$ cat src/rtl/lfsr_pkg.sv
// Shared types and constants for the parametrised Galois LFSR random-word source.
// Tap masks use the Galois convention: bit i set feeds fb into state bit i.
package lfsr_pkg;

  typedef enum logic {
    FILL = 1'b0,
    HOLD = 1'b1
  } fsm_e;

  localparam logic [3:0]  TAPS_4       = 4'h8;
  localparam logic [15:0] TAPS_16      = 16'hD008;
  localparam logic [31:0] TAPS_32      = 32'hD000_0000;
  localparam logic [31:0] SEED_DEFAULT = 32'hD4A5_6AAD;

  // Decimation counter needs at least one bit even when every step delivers a word.
  function automatic int cnt_width(input int decim);
    return (decim > 1) ? $clog2(decim) : 1;
  endfunction

endpackage

$ cat src/rtl/lfsr_next.sv
// Combinational Galois LFSR next-state: shift left, recirculate the MSB into bit 0,
// and XOR it into every position selected by TAPS.
module lfsr_next #(
  parameter int               WIDTH = 32,
  parameter logic [WIDTH-1:0] TAPS  = 32'hD000_0000
) (
  input  logic [WIDTH-1:0] i_state,
  output logic [WIDTH-1:0] o_next
);

  logic w_fb;

  assign w_fb   = i_state[WIDTH-1];
  assign o_next = {i_state[WIDTH-2:0], w_fb} ^ (TAPS & {WIDTH{w_fb}});

endmodule

$ cat src/rtl/lfsr_rng.sv
// LFSR random-word source: seed/lockup mux, decimation counter, FILL/HOLD FSM and
// a single-entry output buffer behind a valid/ready handshake.
module lfsr_rng
  import lfsr_pkg::*;
#(
  parameter int               WIDTH = 32,
  parameter logic [WIDTH-1:0] TAPS  = WIDTH'(TAPS_32),
  parameter logic [WIDTH-1:0] SEED  = WIDTH'(SEED_DEFAULT),
  parameter int               OUT_W = 16,
  parameter int               DECIM = 4
) (
  input  logic             clk,
  input  logic             rst,
  input  logic             en,
  input  logic             seed_load,
  input  logic [WIDTH-1:0] seed_in,
  output logic [WIDTH-1:0] state,
  output logic [OUT_W-1:0] out_data,
  output logic             out_valid,
  input  logic             out_ready
);

  localparam int               CNT_W    = cnt_width(DECIM);
  localparam logic [CNT_W-1:0] CNT_LAST = CNT_W'(DECIM - 1);

  logic [WIDTH-1:0] r_state;
  logic [WIDTH-1:0] w_next;
  logic [CNT_W-1:0] r_cnt;
  logic [OUT_W-1:0] r_out_data;
  logic             r_out_valid;
  fsm_e             r_fsm;

  logic w_lockup;
  logic w_step;
  logic w_accept;
  logic w_fill_step;
  logic w_last;

  lfsr_next #(
    .WIDTH (WIDTH),
    .TAPS  (TAPS)
  ) u_next (
    .i_state (r_state),
    .o_next  (w_next)
  );

  assign w_lockup    = (r_state == '0);
  assign w_step      = en && !w_lockup;
  assign w_accept    = (r_fsm == HOLD) && out_ready;
  // A step taken on the accept cycle already belongs to the next word.
  assign w_fill_step = w_step && ((r_fsm == FILL) || w_accept);
  assign w_last      = (r_cnt == CNT_LAST);

  // NOTE: sequential state uses non-blocking assignments only; later assignments in
  // the same block deliberately override earlier ones (capture wins over accept).
  always_ff @(posedge clk or negedge rst) begin
    if (!rst) begin
      r_state     <= SEED;
      r_cnt       <= '0;
      r_out_data  <= '0;
      r_out_valid <= 1'b0;
      r_fsm       <= FILL;
    end else if (seed_load) begin
      r_state     <= (seed_in == '0) ? SEED : seed_in;
      r_cnt       <= '0;
      r_out_valid <= 1'b0;
      r_fsm       <= FILL;
    end else begin
      if (w_lockup) begin
        r_state <= SEED;
      end else if (en) begin
        r_state <= w_next;
      end

      if (w_accept) begin
        r_out_valid <= 1'b0;
        r_fsm       <= FILL;
      end

      if (w_fill_step) begin
        if (w_last) begin
          r_out_data  <= w_next[OUT_W-1:0];
          r_out_valid <= 1'b1;
          r_cnt       <= '0;
          r_fsm       <= HOLD;
        end else begin
          r_cnt <= r_cnt + CNT_W'(1);
        end
      end
    end
  end

  assign state     = r_state;
  assign out_data  = r_out_data;
  assign out_valid = r_out_valid;

endmodule

$ cat config.mk
export PLATFORM = sky130hd
export DESIGN_NAME = lfsr_rng
export DESIGN_NICKNAME = d
export VERILOG_FILES = /design/src/rtl/lfsr_pkg.sv /design/src/rtl/lfsr_next.sv /design/src/rtl/lfsr_rng.sv
export SDC_FILE = /design/constraint.sdc
export NUM_CORES = 1
export LEC_CHECK = 0
export ABC_CLOCK_PERIOD_IN_PS = 2000
export CORE_MARGIN = 1
export CORE_UTILIZATION = 43
export CTS_BUF_LIST = sky130_fd_sc_hd__clkbuf_16
export CTS_CLUSTER_SIZE = 8
export DETAILED_ROUTE_END_ITERATION = 7
export GPL_TIMING_DRIVEN = 0
export HOLD_SLACK_MARGIN = 0.02
export PLACE_DENSITY = 0.74
export SLEW_MARGIN = 25
export SYNTH_ARGS = -nofsm -noshare
export SYNTH_HDL_FRONTEND = slang
export SYNTH_SLANG_ARGS = --single-unit
$ cat constraint.sdc
create_clock -name clk -period 2 [get_ports clk]
set_clock_uncertainty 0.05 [all_clocks]
set_input_delay 0.4 -clock clk [delete_from_list [all_inputs] [get_ports clk]]
set_output_delay 0.4 -clock clk [all_outputs]
set_load 0.05 [all_outputs]
==> out/qor.txt, run 1 <==
Die Wd = 83.8 um
CP Capture Type = flip-flop
synthesized chip area reported by yosys = 2880 um^2
worst reg2reg path depth = 8
combinational share of power = 36.4%
H-tree Lvls = 2
I/O Buffers = 83
FMAX = 488 MHz
vias per std cell = 5.89
post-route design area = 4330 um^2
top cell type by total area after synthesis = dfrtp_1
async set-reset flop share out of synthesis = 100%
vias = 2846
Max Fanout on Critical Path = 6
Logic cell area = 1580 um^2
slew margin rel. = 54.8%
slowest cell delay on critical path = 0.48 ns
area grow syn2layout = 50.4%
clk sinks = 52
CTS tree = done
total gr overflow = 0
total CTS buffers = 5
Clk pwr share = 23.8%
Post-CTS Hold Buffers = 0
clk slew on worst S/H paths = 0.07 ns
Post-Place Worst Slack = -0.517 ns
switching power = 1330 uW
layout cells sized above 1 = 23.4%
global-route wire length before repair = 15.2 mm
Residual DRC = 0
WL/cell = 19.4 um
number of global-route vias before repair = 2911
crit path max-delay cell type = dfstp_4
dpl cells = 458
gr usage total = 27.9%
WP data arrival = 2.18 ns
Commonest Layout Cell = clkdlybuf4s50_1
violated checks = negative setup slack
overall power = 3510 uW
I/O pin total = 86
Avg Cell Area, Syn = 9.65 um^2
GPL Wtd Cong = 0.881
worst hold-check path type = input port to async pin
outcome = complete, but fails checks
post-synthesis cell type count = 32
worst setup margin = -0.0472 ns
Fin Setup TNS = -0.466 ns
initial antenna violation count = 0
syn nets = 337
FF+latch count, synth = 52
NumNets Final = 444
Std-Cell Rows = 29
Ys Warns = 0
Seq/Total Area, Yosys = 46.0%
die height = 83.8 um
RSZ-0062 raised after global routing = yes
final hold violation count = 0
Cell Int Power = 2180 uW
Commonest flop = dfrtp_1
Fillers = 524
flip-flops with a built-in enable = 0
final wirelength = 9.38 mm
Worst-Margin Slew = 0.678 ns
Init Core Util = 45.0%
Tool Warnings = 29
leakage power = 0.00194 uW
post-synthesis cell count from yosys = 298
crit path DRT = 2.13 ns
synthesized area = 2880 um^2
most frequent cells in the layout = 53 x clkdlybuf4s50_1, 41 x o21ai_0, 33 x a21oi_1
switching share of power = 37.9%
Final Core Density = 67.7%
worst hold margin = 0.0749 ns
cell count after synthesis = 298
final slew viol count = 0
starting DRC count in detailed routing = 196
drt pass-1 iters = 4
VDD IR-drop max = 0.634 mV
sequential power share = 39.7%
fin crit share = 102%
DP Area = 3870 um^2
Setup Viol. Count Final = 17
largest net degree at the start of global routing = 53
clk latency late pin = 0.30 ns
top area cells in the synthesized netlist = dfrtp_1 30%, dfstp_2 16%, o21ai_0 8.5%
antenna cells = 0
Power Dens Cells = 813 nW/um^2
Area leader share = 30.4%
run 1: registers in the layout, indices dropped and copies added, names as in the netlist:
register	flops
r_fsm	1
state	32
r_cnt	2
out_valid	1
out_data	16
run 1: logic make-up (layout without fill, tap and decap cells):
family,after synthesis,in the layout,synth area share [%]
AND-OR/OR-AND,119,119,25.5
XOR/XNOR,2,2,0.609
adder cells (fa/ha/maj),2,2,0.870
buffers and inverters,40,148,5.87
flip-flops,52,52,46.0
multiplexers,18,18,8.18
AND/OR/NAND/NOR,65,65,13.0
run 1: path summary, 6_finish.rpt:
| check | start | slack (ns) | end |
|---|---|---|---|
| setup / recovery | state[31]$_DFFE_PN1P_ | -0.05 | out_data[9]$_DFFE_PN0P_ |
| hold / removal | rst | 0.07 | out_data[6]$_DFFE_PN0P_ |
| setup reg to reg | state[31]$_DFFE_PN1P_ | -0.05 | out_data[9]$_DFFE_PN0P_ |
| hold reg to reg | out_data[1]$_DFFE_PN0P_ | 0.46 | out_data[1]$_DFFE_PN0P_ |
| max in group asynchronous | rst | 1.30 | state[24]$_DFFE_PN0P_ |
| min in group clk | out_data[1]$_DFFE_PN0P_ | 0.46 | out_data[1]$_DFFE_PN0P_ |
run 1: cell usage after synthesis (2+ instances only):
library cell and count:
ha_1 2, xor2_1 2, nor2_1 2, clkbuf_1 20, dfrtp_1 35, a22oi_1 2, nand2b_1 3, a2bb2oi_1 13
and4_1 2, o21ai_0 49, nor4_1 14, buf_2 2, nor2b_1 18, dfstp_2 17, a22o_1 17, a21oi_1 34
nand4_1 3, nand2_1 18, mux2_4 9, mux2_2 8, inv_1 17
run 1: timing repair:
item                       4_1_cts  5_1_grt
resized                         41       30
cloned                           1        0
hold endpoints to repair         0        0
setup endpoints to repair       67       46
pin swaps                        5        4
buffers inserted                14        2
run 1: layer usage:
metal  part of all wire (%)  GRT usage (%)  vias to the layer above
met1                     41           37.1                     1379
met4                    2.3           11.7                        0
met2                     49           45.2                      144
li1                       -              -                     1302
met3                    7.4           4.35                       21
met5                      0              0                        -
run 1: power by group through the flow:
stage / clock (uW) / combinational, uW / sequential [uW]
after global placement: 0 / 1230 / 1390
after floorplan: 0 / 304 / 1860
after CTS: 845 / 1270 / 1380
final: 837 / 1280 / 1400
after global routing: 883 / 1350 / 1420
after detailed placement: 0 / 1250 / 1390
run 1: layout make-up:
cell class	count	area share, %
Buffer	23	2.81
Clock buffer	5	2.89
Clock inverter	3	0.289
Inverter	17	1.53
Multi-Input combinational cell	206	36.4
Sequential cell	52	30.9
Tap cell	77	2.23
Timing Repair Buffer	100	22.9
run 1: worst max-delay path: cells and delay by family, from the launching register on:
kind / cells / cell delay [ns]
flops: 1 / 0.48
simple gates: 2 / 0.46
buf+inv: 3 / 0.34
mux: 1 / 0.29
compound gates: 1 / 0.20
fa+ha+maj: 1 / 0.11
==> run_1/registers.png <==
Other sequential cells in the stronger grey, the rest of the logic in the fainter grey.
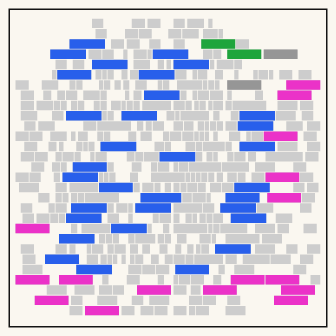
legend:
  blue:
    signal: state
    placed_flops: 32
  green:
    signal: r_cnt
    placed_flops: 2
  magenta:
    signal: out_data
    placed_flops: 16

==> run_1/met1.png <==
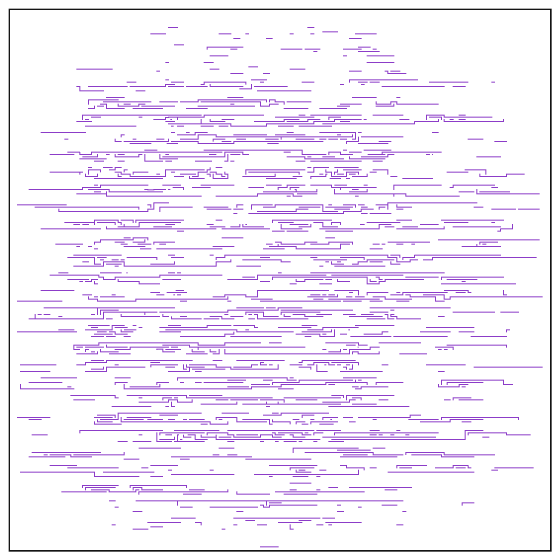
nets with wire on the layer: 392
longest straight run: 41.4 um

==> run_1/final_placement.png <==
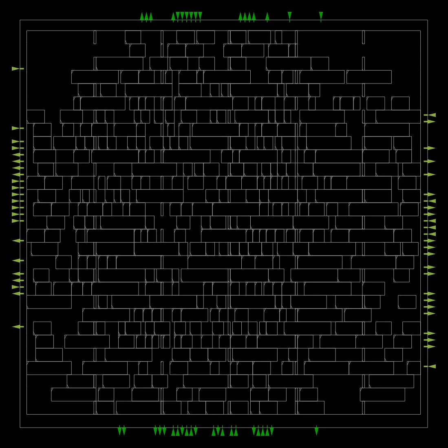
Core ar.: 6390 um^2
non-filler cells, final: 483
# Taps: 77

==> run 1 -> run 2 <==
--- a/config.mk
+++ b/config.mk
@@ -12,7 +12,7 @@
 export CTS_CLUSTER_SIZE = 8
 export DETAILED_ROUTE_END_ITERATION = 7
 export GPL_TIMING_DRIVEN = 0
-export HOLD_SLACK_MARGIN = 0.02
+export HOLD_SLACK_MARGIN = 0.1
 export PLACE_DENSITY = 0.74
 export SLEW_MARGIN = 25
 export SYNTH_ARGS = -nofsm -noshare
==> run_2/registers.png <==
Other sequential cells in the stronger grey, the rest of the logic in the fainter grey.
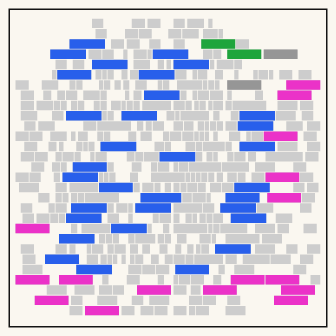
legend:
  green:
    signal: r_cnt
    placed_flops: 2
  magenta:
    signal: out_data
    placed_flops: 16
  blue:
    signal: state
    placed_flops: 32

==> out/qor.txt, run 2 <==
Fin Setup TNS = -0.466 ns (unchanged)
clk slew on worst S/H paths = 0.07 ns (about the same)
worst hold margin = 0.0749 ns (unchanged)
violated checks = negative setup slack (unchanged)
GRT busiest layer = met2 (unchanged)
Commonest Layout Cell = clkdlybuf4s50_1 (unchanged)
crit path max-delay cell type = dfstp_4 (unchanged)
worst hold-check path type = input port to async pin (unchanged)
CTS tree = done (unchanged)
clk latency late pin = 0.30 ns (about the same)
gr usage total = 27.9% (unchanged)
vias per std cell = 5.89 (unchanged)
final hold violation count = 0 (unchanged)
Init Core Util = 45.0% (unchanged)
M2 GR Usage = 45.2% (unchanged)
RSZ-0062 raised after global routing = yes (unchanged)
Ys Warns = 0 (unchanged)
WL/cell = 19.4 um (unchanged)
most common cell in the synthesized netlist = o21ai_0 (unchanged)
H-tree Lvls = 2 (unchanged)
async set-reset flop share out of synthesis = 100% (unchanged)
max reg flops = 32 (unchanged)
syn nets = 337 (unchanged)
Commonest flop = dfrtp_1 (unchanged)
drt pass-1 iters = 4 (unchanged)
leakage power = 0.00194 uW (unchanged)
flip-flops with a built-in enable = 0 (unchanged)
Core ar. = 6390 um^2 (unchanged)
FMAX = 488 MHz (unchanged)
layout cells sized above 1 = 23.4% (unchanged)
Die Wd = 83.8 um (unchanged)
crit path DRT = 2.13 ns (about the same)
worst setup margin = -0.0472 ns (unchanged)
I/O Buffers = 83 (unchanged)
final slew viol count = 0 (unchanged)
number of global-route vias before repair = 2911 (unchanged)
antenna cells = 0 (unchanged)
Setup Viol. Count Final = 17 (unchanged)
I/O pin total = 86 (unchanged)
AO/OA Area Share = 25.5% (unchanged)
post-synthesis cell type count = 32 (unchanged)
clk sinks = 52 (unchanged)
Avg Cell Area, Syn = 9.65 um^2 (unchanged)
Power Dens Cells = 813 nW/um^2 (unchanged)
Worst-Margin Slew = 0.678 ns (unchanged)
Simple-Gate Fraction of Synth Area = 13.0% (unchanged)
NumNets Final = 444 (unchanged)
Synth mux share = 8.18% (unchanged)
DP Area = 3870 um^2 (unchanged)
synthesized chip area reported by yosys = 2880 um^2 (unchanged)
outcome = complete, but fails checks (unchanged)
main logic family after synthesis = AND-OR/OR-AND gates (unchanged)
CP Capture Type = flip-flop (unchanged)
Post-CTS Hold Buffers = 0 (unchanged)
Post-synth top cells = 49 x o21ai_0, 35 x dfrtp_1, 34 x a21oi_1 (unchanged)
Residual DRC = 0 (unchanged)
Std-Cell Rows = 29 (unchanged)
met3 Track Usage GR = 4.35% (unchanged)
top cell type by total area after synthesis = dfrtp_1 (unchanged)
global-route wire length before repair = 15.2 mm (unchanged)
starting DRC count in detailed routing = 196 (unchanged)
die height = 83.8 um (unchanged)
slew margin rel. = 54.8% (unchanged)
XOR Share, Synth = 0.609% (unchanged)
post-route design area = 4330 um^2 (unchanged)
vias = 2846 (unchanged)
final wirelength = 9.38 mm (unchanged)
WP data arrival = 2.18 ns (about the same)
Tool Warnings = 29 (unchanged)
Seq/Total Area, Yosys = 46.0% (unchanged)
slowest cell delay on critical path = 0.48 ns (about the same)
initial antenna violation count = 0 (unchanged)
total gr overflow = 0 (unchanged)
synthesized area = 2880 um^2 (unchanged)
most frequent cells in the layout = 53 x clkdlybuf4s50_1, 41 x o21ai_0, 33 x a21oi_1 (unchanged)
Adder Share, Synth = 0.870% (unchanged)
top area cells in the synthesized netlist = dfrtp_1 30%, dfstp_2 16%, o21ai_0 8.5% (unchanged)
Max Fanout on Critical Path = 6 (unchanged)
Area leader share = 30.4% (unchanged)
==> run_2/met1.png <==
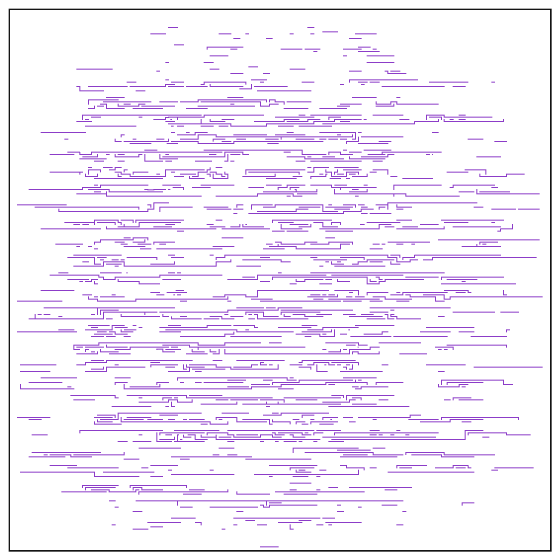
longest straight run: 41.4 um
main direction: horizontal

## run 2: cell counts after synthesis
Identical to the previous run, type by type.
## run 2: stage by stage
step	cells	power, uW	setup slack [ns]	utilization [%]
floorplan	298	2170	-0.121	-
global placement	458	2620	-1.27	60.7
detailed placement	458	2640	-0.517	60.6
CTS	481	3500	-0.0280	66.3
global route	483	3650	-0.137	67.7
finish	483	3510	-0.0472	67.7
## run 2: worst paths after layout
path                                           end  slack [ns]  depth (start not counted)
setup / recovery           out_data[9]$_DFFE_PN0P_       -0.05                          8
hold / removal             out_data[6]$_DFFE_PN0P_        0.07                          1
setup reg to reg           out_data[9]$_DFFE_PN0P_       -0.05                          8
hold reg to reg            out_data[1]$_DFFE_PN0P_        0.46                          1
max in group asynchronous    state[24]$_DFFE_PN0P_        1.30                          1
min in group clk           out_data[1]$_DFFE_PN0P_        0.46                          1
## run 2: final cells by class
class | instances | area [um^2]
clock inverters | 3 | 12.5
inverters | 17 | 66.3
multi-input cells | 206 | 1580
flip-flops and latches | 52 | 1340
fillers | 524 | 2060
plain buffers | 23 | 121
repair buffers | 100 | 991
well taps | 77 | 96.3
clock buffers | 5 | 125
## run 2: per-layer routing
| metal | share of wire [%] | up-vias | wire (um) |
|---|---|---|---|
| li1 | - | 1302 | - |
| met1 | 41 | 1379 | 3890 |
| met2 | 49 | 144 | 4580 |
| met3 | 7.4 | 21 | 696 |
| met4 | 2.3 | 0 | 214 |
| met5 | 0 | - | 0 |
## run 2: report_power, final
| part | total, uW | switching [uW] | leakage (uW) | internal, uW |
|---|---|---|---|---|
| Clock | 837 | 384 | 0.0000762 | 454 |
| Combinational | 1280 | 782 | 0.00124 | 499 |
| Sequential | 1400 | 165 | 0.000617 | 1230 |
| Total | 3510 | 1330 | 0.00194 | 2180 |
## run 2: worst max-delay path: cells and delay by family (launching register included)
| kind | cells | cell delay, ns |
|---|---|---|
| flip-flops | 1 | 0.48 |
| AND-OR/OR-AND | 1 | 0.20 |
| multiplexers | 1 | 0.29 |
| buffers and inverters | 3 | 0.34 |
| AND/OR/NAND/NOR | 2 | 0.46 |
| adder cells (fa/ha/maj) | 1 | 0.11 |
## run 2: kinds of logic (layout without fill, tap and decap cells)
group / count (synthesis) / in the layout
flip-flops: 52 / 52
AND/OR/NAND/NOR: 65 / 65
multiplexers: 18 / 18
adder cells (fa/ha/maj): 2 / 2
AND-OR/OR-AND: 119 / 119
XOR/XNOR: 2 / 2
buffers and inverters: 40 / 148
## run 2: what timing repair did
| action | 4_1_cts | 5_1_grt |
|---|---|---|
| cloned | 1 | 0 |
| gates resized | 41 | 30 |
| endpoints found under the setup margin | 67 | 46 |
| buffers inserted | 14 | 2 |
| pin swaps | 5 | 4 |
==> run_2/met2.png <==
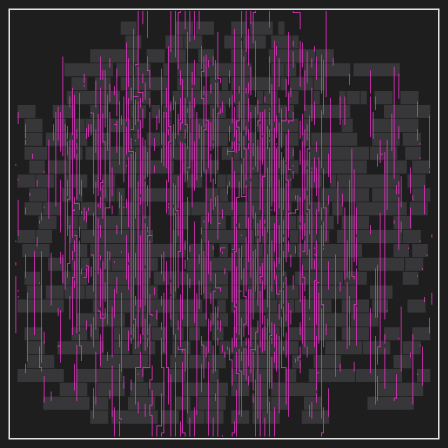

==> run 2 -> run 3 <==
--- a/config.mk
+++ b/config.mk
@@ -7,14 +7,15 @@
 export LEC_CHECK = 0
 export ABC_CLOCK_PERIOD_IN_PS = 2000
 export CORE_MARGIN = 1
-export CORE_UTILIZATION = 43
+export CORE_UTILIZATION = 44
 export CTS_BUF_LIST = sky130_fd_sc_hd__clkbuf_16
 export CTS_CLUSTER_SIZE = 8
 export DETAILED_ROUTE_END_ITERATION = 7
 export GPL_TIMING_DRIVEN = 0
 export HOLD_SLACK_MARGIN = 0.1
+export MAX_ROUTING_LAYER = met4
 export PLACE_DENSITY = 0.74
-export SLEW_MARGIN = 25
 export SYNTH_ARGS = -nofsm -noshare
 export SYNTH_HDL_FRONTEND = slang
+export SYNTH_HIERARCHICAL = 1
 export SYNTH_SLANG_ARGS = --single-unit
==> run_3/met2.png <==
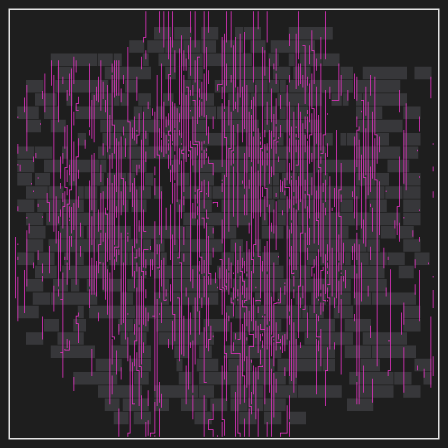
main direction: vertical
share of all routed wire: 49%
longest straight run: 38.1 um

==> out/qor.txt, run 3 <==
NumNets Final = 465 (was 444)
clk slew on worst S/H paths = 0.07 ns (about the same)
cell count after synthesis = 325 (was 298)
gr usage total = 27.3% (was 27.9%)
layout cells sized above 1 = 27.8% (was 23.4%)
post-synthesis cell count from yosys = 325 (was 298)
Commonest flop = dfrtp_1 (unchanged)
post-route design area = 4500 um^2 (was 4330 um^2)
Power Dens Cells = 800 nW/um^2 (was 813 nW/um^2)
GPL Wtd Cong = 0.904 (was 0.881)
total gr overflow = 0 (unchanged)
starting DRC count in detailed routing = 205 (was 196)
DP Area = 4210 um^2 (was 3870 um^2)
top cell family by delay on the critical path = simple AND/OR/NAND/NOR gates (was flip-flops)
fin crit share = 100% (was 102%)
initial antenna violation count = 0 (unchanged)
XOR Share, Synth = 0.813% (was 0.609%)
most common cell in the synthesized netlist = o21ai_0 (unchanged)
Commonest Layout Cell = clkdlybuf4s50_1 (unchanged)
flip-flops with a built-in enable = 0 (unchanged)
FMAX = 498 MHz (was 488 MHz)
RSZ-0062 raised after global routing = yes (unchanged)
AO/OA Area Share = 22.8% (was 25.5%)
CP Capture Type = flip-flop (unchanged)
WP buf/inv = 1 (was 3)
Simple-Gate Fraction of Synth Area = 16.0% (was 13.0%)
crit path DRT = 2.12 ns (was 2.13 ns)
FF+latch count, synth = 52 (unchanged)
overall power = 3600 uW (was 3510 uW)
total CTS buffers = 5 (unchanged)
Adder Share, Synth = 0.387% (was 0.870%)
Tool Warnings = 28 (was 29)
post-synthesis cell type count = 31 (was 32)
final hold violation count = 0 (unchanged)
max layer used = met4 (unchanged)
synthesized chip area reported by yosys = 3230 um^2 (was 2880 um^2)
outcome = complete, but fails checks (unchanged)
Max Fanout on Critical Path = 4 (was 6)
I/O pin total = 86 (unchanged)
slew margin rel. = 59.6% (was 54.8%)
combinational share of power = 37.6% (was 36.4%)
final slew viol count = 0 (unchanged)
Worst-Margin Slew = 0.606 ns (was 0.678 ns)
WP data arrival = 2.13 ns (was 2.18 ns)
worst hold-check path type = flip-flop to flip-flop (was input port to async pin)
top cell type by total area after synthesis = dfrtp_1 (unchanged)
CTS tree = done (unchanged)
antenna cells = 0 (unchanged)
worst setup margin = -0.00946 ns (was -0.0472 ns)
switching share of power = 37.6% (was 37.9%)
crit path max-delay cell type = dfrtp_2 (was dfstp_4)
Ys Warns = 6 (was 0)
violated checks = negative setup slack (unchanged)
most frequent cells in the layout = 51 x clkdlybuf4s50_1, 43 x o21ai_0, 40 x buf_4 (was 53 x clkdlybuf4s50_1, 41 x o21ai_0, 33 x a21oi_1)
Residual DRC = 0 (unchanged)
H-tree Lvls = 2 (unchanged)
Die Wd = 87.7 um (was 83.8 um)
I/O Buffers = 83 (unchanged)
Area leader share = 27.1% (was 30.4%)
main logic family after synthesis = AND-OR/OR-AND gates (unchanged)
switching power = 1360 uW (was 1330 uW)
final wirelength = 9.73 mm (was 9.38 mm)
DRT met1 WL = 4.11 mm (was 3.89 mm)
met3 WL = 693 um (was 696 um)
Setup Viol. Count Final = 3 (was 17)
synthesized area = 3230 um^2 (was 2880 um^2)
Init Core Util = 46.5% (was 45.0%)
met2 wire length = 4.79 mm (was 4.58 mm)
Avg Cell Area, Syn = 9.94 um^2 (was 9.65 um^2)
leakage power = 0.00204 uW (was 0.00194 uW)
Cell Int Power = 2250 uW (was 2180 uW)
clk latency late pin = 0.29 ns (was 0.30 ns)
number of global-route vias before repair = 2923 (was 2911)
WL/cell = 18.6 um (was 19.4 um)
VDD IR-drop max = 0.326 mV (was 0.634 mV)
global-route wire length before repair = 15.2 mm (about the same)
max reg flops = 32 (unchanged)
Clk pwr share = 23.5% (was 23.8%)
sequential power share = 39.0% (was 39.7%)
vias = 3008 (was 2846)
clk sinks = 52 (unchanged)
async set-reset flop share out of synthesis = 100% (unchanged)
drt pass-1 iters = 5 (was 4)
slowest cell delay on critical path = 0.45 ns (was 0.48 ns)
top area cells in the synthesized netlist = dfrtp_1 27%, dfstp_2 14%, o21ai_0 7.6% (was dfrtp_1 30%, dfstp_2 16%, o21ai_0 8.5%)
==> run_3/final_placement.png <==
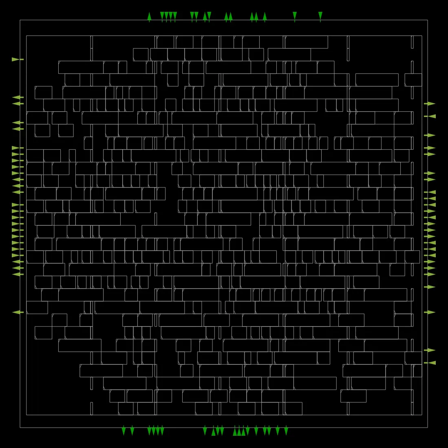
Final Core Density: 64.8%
Std-Cell Rows: 30
Core ar.: 6940 um^2
# Taps: 96

## run 3: cell types whose count changed in the layout (fill, tap and decap cells not counted), moves of 3 or more
cell | previous run | this run
buf_4 | 14 | 40
dfrtp_1 | 26 | 23
dfrtp_2 | 9 | 12
mux2_2 | 1 | 5
mux2_4 | 16 | 12
nor4_4 | 5 | 8
## run 3: per-stage QoR
step / cells / worst slack, ns / hold WS (ns) / TNS (ns)
after floorplan: 325 / 0.00602 / 0.0544 / 0
after global placement: 504 / -1.34 / 0.437 / -58.27
after detailed placement: 505 / -0.458 / 0.353 / -7.10
after CTS: 521 / -0.00570 / 0.460 / -0.00879
after global routing: 524 / -0.0816 / 0.481 / -1.05
final: 524 / -0.00946 / 0.461 / -0.0195
## run 3: logic make-up after synthesis
logic type	Yosys count
compound gates	119
buf+inv	67
simple gates	65
flops	52
mux	18
xor+xnor	3
fa+ha+maj	1
## run 3: cell type report
cell class,instances,area (um^2)
fill,582,2440
clock inverter,3,16.3
timing repair buffer,96,937
inverter,15,56.3
sequential,52,1340
multi-input combinational,206,1580
clock buffer,5,125
tap,96,120
buffer,51,327
## run 3: per-layer routing
metal  up-vias  global-route usage [%]
met2       178                    43.5
li1       1347                       -
met3        23                    4.43
met5         -                       -
met4         0                    8.79
met1      1460                    35.5
## run 3: power by group through the flow
stage | logic (uW) | registers (uW) | clock network [uW]
after global placement | 1340 | 1420 | 0
after floorplan | 403 | 1890 | 0
after CTS | 1330 | 1400 | 855
final | 1350 | 1400 | 845
after detailed placement | 1360 | 1420 | 0
after global routing | 1420 | 1420 | 893
## run 3: worst paths after layout
path                                          start  cells past startpoint  slack, ns                  endpoint
max in group asynchronous                       rst                      3       0.72     state[28]$_DFFE_PN1P_
min in group asynchronous                       rst                      2       0.55   out_data[7]$_DFFE_PN0P_
min                        out_data[12]$_DFFE_PN0P_                      1       0.46  out_data[12]$_DFFE_PN0P_
max                           state[19]$_DFFE_PN0P_                      5     -0.009   out_data[2]$_DFFE_PN0P_
min reg2reg                out_data[12]$_DFFE_PN0P_                      1       0.46  out_data[12]$_DFFE_PN0P_
max reg2reg                   state[19]$_DFFE_PN0P_                      5     -0.009   out_data[2]$_DFFE_PN0P_
## run 3: repair_timing
item                                   in CTS  in global routing
endpoints found under the hold margin      19                  0
pin swaps                                   6                  1
setup buffers                               7                  4
hold buffers                                1                  0
setup endpoints to repair                  54                 51
gates resized                              24                 31
## run 3: worst register-to-register path: stages (launching register included)
cell	delay [ns]
dfrtp_2	0.45
nor4_4	0.41
nand4_4	0.20
o21ai_4	0.29
buf_4	0.17
mux2_2	0.33

==> gallery <==
Cell area per tile.
Plate I
9 x 9 tiles, from white (low) to dark blue (high), 0 to 100% covered.
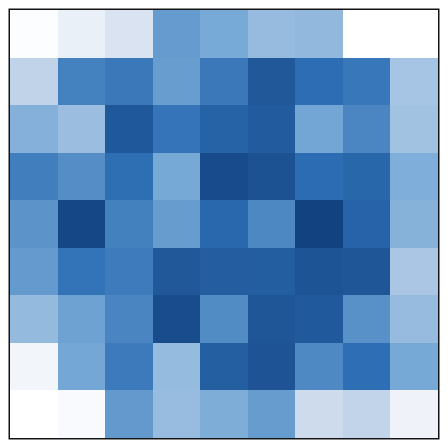
Plate II
8 x 8 tiles, from white (low) to dark blue (high), 0 to 100% covered.
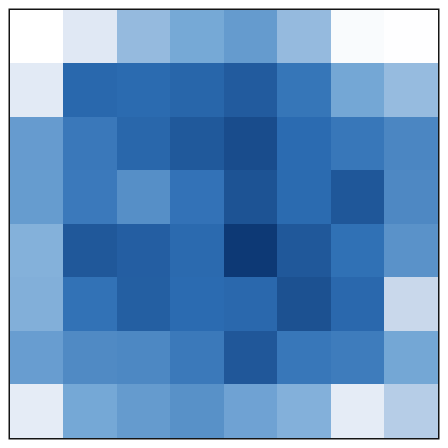
| picture | from |
|---|---|
| Plate II | run 1 |
| Plate I | run 3 |

Power is estimated from default activity; no workload was simulated.
